==> run_1/sizing.png <==
The bar under the picture is 20 um long.
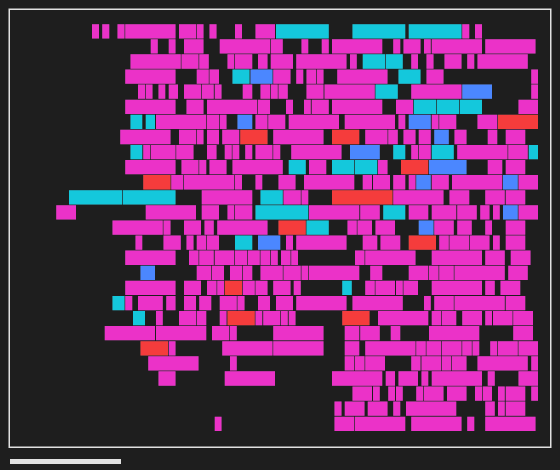
==> run_1/layers.png <==
Two of the layers only.
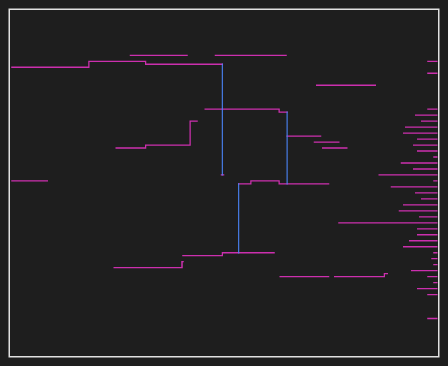
==> run_1/clock_nets.png <==
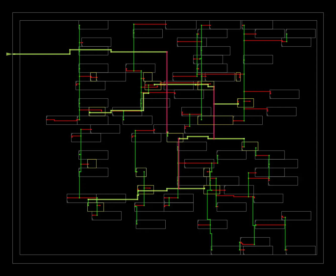
==> run_1/m2.png <==
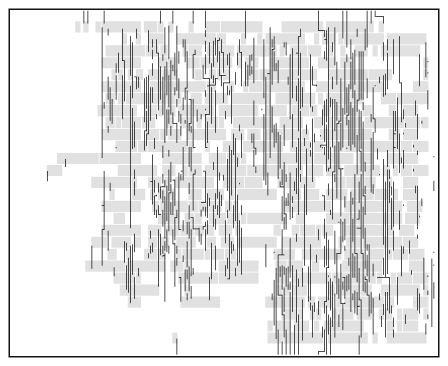
**config.mk**
```make
export PLATFORM = sky130hd
export DESIGN_NAME = pio_debounce_irq
export DESIGN_NICKNAME = d
export VERILOG_FILES = /design/src/rtl/pio_pkg.sv /design/src/rtl/pio_debounce_bit.sv /design/src/rtl/pio_debounce_irq.sv
export SDC_FILE = /design/constraint.sdc
export NUM_CORES = 1
export LEC_CHECK = 0
export ABC_CLOCK_PERIOD_IN_PS = 2600
export CAP_MARGIN = 15
export CORE_ASPECT_RATIO = 0.8
export CORE_MARGIN = 2
export CORE_UTILIZATION = 50
export DETAILED_ROUTE_END_ITERATION = 6
export PLACE_DENSITY = 0.83
export SYNTH_ARGS = -nofsm -noshare
export SYNTH_HDL_FRONTEND = slang
export SYNTH_HIERARCHICAL = 1
export SYNTH_SLANG_ARGS = --single-unit
```
**constraint.sdc**
```tcl
create_clock -name clk_clk -period 2.6 [get_ports clk_clk]
set_input_delay 0.52 -clock clk_clk [delete_from_list [all_inputs] [get_ports clk_clk]]
set_output_delay 0.52 -clock clk_clk [all_outputs]
set_load 0.02 [all_outputs]
```
**src/rtl/pio_pkg.sv**
```systemverilog
// Shared definitions for the debounced PIO slave: bus width, register
// word addresses and a ceiling-log2 helper for sizing counters.
package pio_pkg;

  localparam int DATA_W = 32;

  localparam logic [2:0] ADDR_IN_DATA  = 3'd0;
  localparam logic [2:0] ADDR_OUT_DATA = 3'd1;
  localparam logic [2:0] ADDR_IRQ_MASK = 3'd2;
  localparam logic [2:0] ADDR_EDGE_CAP = 3'd3;
  localparam logic [2:0] ADDR_OUT_SET  = 3'd4;
  localparam logic [2:0] ADDR_OUT_CLR  = 3'd5;
  localparam logic [2:0] ADDR_RISE_EN  = 3'd6;
  localparam logic [2:0] ADDR_FALL_EN  = 3'd7;

  function automatic int clog2(input int value);
    int r;
    r = 0;
    for (int i = 0; i < 32; i++) begin
      if ((64'd1 << i) < 64'(value)) begin
        r = i + 1;
      end
    end
    return r;
  endfunction

endpackage

```
**src/rtl/pio_debounce_bit.sv**
```systemverilog
// One input bit: 2-flop synchroniser, stability counter and accepted value.
// 'changed' is high in the cycle whose clock edge flips q.
module pio_debounce_bit
  import pio_pkg::*;
#(
  parameter int   DEBOUNCE_CYCLES = 50000,
  parameter logic RESET_VAL       = 1'b1
) (
  input  logic clk,
  input  logic rst_n,
  input  logic pin,
  output logic q,
  output logic changed
);

  localparam int CNT_W = (clog2(DEBOUNCE_CYCLES) < 1) ? 1 : clog2(DEBOUNCE_CYCLES);
  localparam logic [CNT_W-1:0] CNT_MAX = CNT_W'(DEBOUNCE_CYCLES - 1);

  logic             meta_q;
  logic             sync_q;
  logic             stable_q;
  logic             stable_d;
  logic [CNT_W-1:0] cnt_q;
  logic [CNT_W-1:0] cnt_d;

  // Count consecutive cycles the synced value disagrees with the accepted one
  always_comb begin
    stable_d = stable_q;
    cnt_d    = cnt_q;
    changed  = 1'b0;
    if (sync_q == stable_q) begin
      cnt_d = '0;
    end else if (cnt_q == CNT_MAX) begin
      stable_d = sync_q;
      cnt_d    = '0;
      changed  = 1'b1;
    end else begin
      cnt_d = cnt_q + CNT_W'(1'b1);
    end
  end

  // Synchroniser, counter and accepted-value state
  always_ff @(posedge clk or negedge rst_n) begin
    if (!rst_n) begin
      meta_q   <= RESET_VAL;
      sync_q   <= RESET_VAL;
      stable_q <= RESET_VAL;
      cnt_q    <= '0;
    end else begin
      meta_q   <= pin;
      sync_q   <= meta_q;
      stable_q <= stable_d;
      cnt_q    <= cnt_d;
    end
  end

  assign q = stable_q;

endmodule

```
**src/rtl/pio_debounce_irq.sv**
```systemverilog
// Avalon-MM PIO: debounced inputs with edge capture and masked interrupt,
// plus an output register with atomic set/clear aliases.
module pio_debounce_irq
  import pio_pkg::*;
#(
  parameter int                   IN_WIDTH        = 2,
  parameter int                   OUT_WIDTH       = 10,
  parameter int                   DEBOUNCE_CYCLES = 50000,
  parameter logic [IN_WIDTH-1:0]  IN_RESET        = '1,
  parameter logic [OUT_WIDTH-1:0] OUT_RESET       = '0
) (
  input  logic                 clk_clk,
  input  logic                 reset_reset_n,
  input  logic [2:0]           avs_address,
  input  logic                 avs_read,
  input  logic                 avs_write,
  input  logic [DATA_W-1:0]    avs_writedata,
  output logic [DATA_W-1:0]    avs_readdata,
  input  logic [IN_WIDTH-1:0]  pio_in,
  output logic [OUT_WIDTH-1:0] pio_out,
  output logic                 irq
);

  logic [IN_WIDTH-1:0]  in_stable_s;
  logic [IN_WIDTH-1:0]  in_chg_s;
  logic [IN_WIDTH-1:0]  rise_s;
  logic [IN_WIDTH-1:0]  fall_s;
  logic [IN_WIDTH-1:0]  clr_s;
  logic [IN_WIDTH-1:0]  wr_in_s;
  logic [OUT_WIDTH-1:0] wr_out_s;
  logic [DATA_W-1:0]    rd_mux_s;
  logic                 wdata_unused_s;

  logic [OUT_WIDTH-1:0] out_q, out_d;
  logic [IN_WIDTH-1:0]  mask_q, mask_d;
  logic [IN_WIDTH-1:0]  cap_q, cap_d;
  logic [IN_WIDTH-1:0]  rise_en_q, rise_en_d;
  logic [IN_WIDTH-1:0]  fall_en_q, fall_en_d;
  logic                 irq_q, irq_d;
  logic [DATA_W-1:0]    rdata_q, rdata_d;

  for (genvar i = 0; i < IN_WIDTH; i++) begin : g_in
    pio_debounce_bit #(
      .DEBOUNCE_CYCLES(DEBOUNCE_CYCLES),
      .RESET_VAL      (IN_RESET[i])
    ) u_bit (
      .clk    (clk_clk),
      .rst_n  (reset_reset_n),
      .pin    (pio_in[i]),
      .q      (in_stable_s[i]),
      .changed(in_chg_s[i])
    );
  end

  assign wdata_unused_s = ^avs_writedata;

  // Register writes, edge capture, irq and read mux (reads see pre-write state)
  always_comb begin
    wr_in_s   = avs_writedata[IN_WIDTH-1:0];
    wr_out_s  = avs_writedata[OUT_WIDTH-1:0];
    out_d     = out_q;
    mask_d    = mask_q;
    rise_en_d = rise_en_q;
    fall_en_d = fall_en_q;
    clr_s     = '0;
    if (avs_write) begin
      case (avs_address)
        ADDR_OUT_DATA: out_d     = wr_out_s;
        ADDR_IRQ_MASK: mask_d    = wr_in_s;
        ADDR_EDGE_CAP: clr_s     = wr_in_s;
        ADDR_OUT_SET:  out_d     = out_q | wr_out_s;
        ADDR_OUT_CLR:  out_d     = out_q & ~wr_out_s;
        ADDR_RISE_EN:  rise_en_d = wr_in_s;
        ADDR_FALL_EN:  fall_en_d = wr_in_s;
        default:       clr_s     = '0;
      endcase
    end else begin
      clr_s = '0;
    end

    // A flip this cycle means q_next == ~q, so the edge type is set by q alone
    rise_s = in_chg_s & ~in_stable_s & rise_en_q;
    fall_s = in_chg_s &  in_stable_s & fall_en_q;
    cap_d  = (cap_q & ~clr_s) | rise_s | fall_s;
    irq_d  = |(cap_q & mask_q);

    rd_mux_s = '0;
    case (avs_address)
      ADDR_IN_DATA:  rd_mux_s[IN_WIDTH-1:0]  = in_stable_s;
      ADDR_OUT_DATA: rd_mux_s[OUT_WIDTH-1:0] = out_q;
      ADDR_IRQ_MASK: rd_mux_s[IN_WIDTH-1:0]  = mask_q;
      ADDR_EDGE_CAP: rd_mux_s[IN_WIDTH-1:0]  = cap_q;
      ADDR_RISE_EN:  rd_mux_s[IN_WIDTH-1:0]  = rise_en_q;
      ADDR_FALL_EN:  rd_mux_s[IN_WIDTH-1:0]  = fall_en_q;
      default:       rd_mux_s                = '0;
    endcase

    if (avs_read) begin
      rdata_d = rd_mux_s;
    end else begin
      rdata_d = rdata_q;
    end
  end

  // Register file state
  always_ff @(posedge clk_clk or negedge reset_reset_n) begin
    if (!reset_reset_n) begin
      out_q     <= OUT_RESET;
      mask_q    <= '0;
      cap_q     <= '0;
      rise_en_q <= '0;
      fall_en_q <= '0;
      irq_q     <= 1'b0;
      rdata_q   <= '0;
    end else begin
      out_q     <= out_d;
      mask_q    <= mask_d;
      cap_q     <= cap_d;
      rise_en_q <= rise_en_d;
      fall_en_q <= fall_en_d;
      irq_q     <= irq_d;
      rdata_q   <= rdata_d;
    end
  end

  assign pio_out      = out_q;
  assign irq          = irq_q;
  assign avs_readdata = rdata_q;

endmodule
```
==> deck_impl_summary.md, run 1 <==
Implementation Results

Global routing
  • Largest net degree at the start of global routing: 43
  • Antenna violations before repair: 0
  • Global-route met1 utilization: 23.8%
  • Via count of the first global-routing pass: 2410

Placement
  • Instance count after placement with tap cells included: 448
  • Gpl congestion: 0.814
  • Pre-CTS setup slack: 405 ps
  • Port buffer count: 39

Logic synthesis
  • Yosys top cell by instances: dfrtp_1
  • Seq share, synth: 48.4%
  • Post-synthesis mux area share: 7.91%
  • Dominant kind of combinational cell: simple AND/OR/NAND/NOR gates
  • Count of synthesis-stage warnings from yosys: 6
  • Area of the synthesized netlist per yosys stat: 0.00348 mm2
  • Area share of and/or/nand/nor cells after synthesis: 19.2%
  • Xor and xnor area share after synthesis: 7.29%

Detailed routing
  • Remaining routing DRC violations: 0
  • First-pass DRT Iterations: 4

Finish
  • Share of the final layout cell area in sequential cells: 41.8%
  • Logic share of the area: 38.4%
  • Non-clk buf share: 11.0%
  • Fillers: 556
  • Filler-free cell count of the finished design: 464
  • Gate Area: 0.00155 mm2
  • Commonest non-fill, non-tap cell in the layout: dfrtp_1

Worst setup path
  • Worst reg2reg setup slack: 490 ps
  • Setup CP Type: flip-flop to flip-flop
  • Cell family contributing the most delay on the critical path: simple AND/OR/NAND/NOR gates
  • Critical-path cell with the highest stage delay: or4_4
  • Count of buffering cells on the critical path with inverters included: 0
  • Reg2reg start: g_in[1].u_bit/cnt_q[10]

Outcome
  • Result of the run: finished clean

Clock network
  • Maximum level of the CTS H-tree: 3
  • Post-CTS Setup Inserts: 0
  • Clock Pin Slew Worst Setup and Hold Paths: 80 ps

Power
  • Portion of total power attributed to the clock network: 34.7%
  • Comb pwr share: 16.5%
  • Highest ir drop seen on vdd: 0.226 mV
  • Net switching power: 0.000679 W

Floorplan
  • Floorplan die area: 0.00765 mm2
  • Boundary pin count: 84

Final timing
  • Max-slew violations: 0
  • Share of the clock period used by the worst path: 81.3%
-- sizing.png (at the start) --
| colour | size | cells | share |
|---|---|---|---|
| blue | x3 and x4 | 13 | 3.4% |
| cyan | x2 | 30 | 8.0% |
| red | x6 and larger | 12 | 3.2% |
| magenta | x1 and smaller | 322 | 85% |
area grow syn2layout: 15.7%
post-route standard cell area excluding fillers: 0.00403 mm2

-- layers.png (at the start) --
| colour | layer | wire length |
|---|---|---|
| blue | M4 | 57.1 um |
| magenta | M3 | 421 um |
routed vias: 2450
DRT Wirelength: 6620 um

-- clock_nets.png (at the start) --
Clk. pwr: 0.000843 W
total clock buffers created by CTS: 9
clock buffer instance count of the final layout: 10
clock tree skew after final layout: 14.7 ps
number of clock sinks: 67

-- m2.png (at the start) --
wire length on this layer: 3080 um
longest straight run: 32.3 um
share of all routed wire: 47%
nets with wire on the layer: 331
GR Util met2: 30.0%

==> run_1/m1.png <==
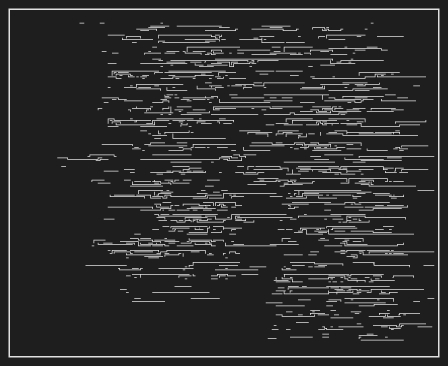

==> run 2: changes to the inputs <==
ABC_CLOCK_PERIOD_IN_PS = 1750   (was 2600)
CORE_UTILIZATION = 45   (was 50)
PLACE_DENSITY = 0.79   (was 0.83)
clock period = 1.75 ns   (was 2.6 ns; I/O delays follow)
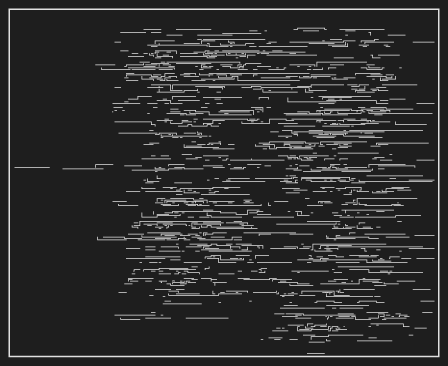
(run_2/m1.png)
longest straight run: 28.1 um
wire length on this layer: 3350 um
main direction: horizontal
share of all routed wire: 45%
routed vias: 2663
global-route met1 utilization: 22.8%
DRT Wirelength: 7470 um

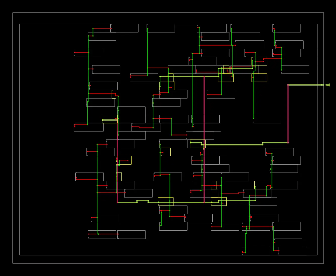
(run_2/clock_nets.png)
clock tree skew after final layout: 7.98 ps
worst skew pair latency: 340 ps
Clk. pwr: 0.00111 W

==> run 2 against run 1 <==
Against the previous run:
- the flow now finishes with violations (hold timing, setup timing)
- via count rose by 8.7%
- power grew 44%
- cell count rose by 10%
- clock skew shrank 6.7 ps
- critical path type unchanged
- critical endpoint is now g_in[1].u_bit/q
==> deck_impl_summary.md, run 2 <==
Implementation Results

Final timing
  • Min setup slack post-route: -15.3 ps
  • Hold Vio Cnt, Final: 4
  • Worst slack on hold paths: -5.64 ps
  • Max-slew violations: 0
  • Share of the clock period used by the worst path: 101%
  • Finish-stage setup viols: 14

Worst setup path
  • Worst reg2reg setup slack: -20 ps
  • Reg2reg start: g_in[1].u_bit/cnt_q[10]
  • Setup CP Type: flip-flop to flip-flop
  • Count of buffering cells on the critical path with inverters included: 0
  • Cell family contributing the most delay on the critical path: simple AND/OR/NAND/NOR gates

Clock network
  • Total clock buffers created by CTS: 9
  • Post-CTS Setup Inserts: 0

Logic synthesis
  • Post-synthesis mux area share: 7.91%
  • Xor and xnor area share after synthesis: 7.29%
  • Dominant kind of combinational cell: simple AND/OR/NAND/NOR gates
  • Count of synthesis-stage warnings from yosys: 6
  • Area share of and/or/nand/nor cells after synthesis: 19.2%

Finish
  • Logic share of the area: 37.9%
  • Non-clk buf share: 15.4%
  • Commonest non-fill, non-tap cell in the layout: dfrtp_1
  • Gate Area: 0.00165 mm2
  • Filler-free cell count of the finished design: 512
  • Fillers: 602

Power
  • Net switching power: 0.00100 W
  • Portion of total power attributed to the clock network: 31.8%
  • Highest ir drop seen on vdd: 0.309 mV

Global routing
  • GR Util met2: 30.6%
  • Antenna violations before repair: 0
  • Via count of the first global-routing pass: 2587
  • Largest net degree at the start of global routing: 68

Floorplan
  • Boundary pin count: 84

Placement
  • Instance count after placement with tap cells included: 494
  • Gpl congestion: 0.811
  • Port buffer count: 39

Detailed routing
  • Remaining routing DRC violations: 0
  • First-pass DRT Iterations: 4

Outcome
  • Result of the run: complete, but fails checks
  • Violations in the final reports: hold timing, setup timing
Power is estimated from default activity; no workload was simulated.
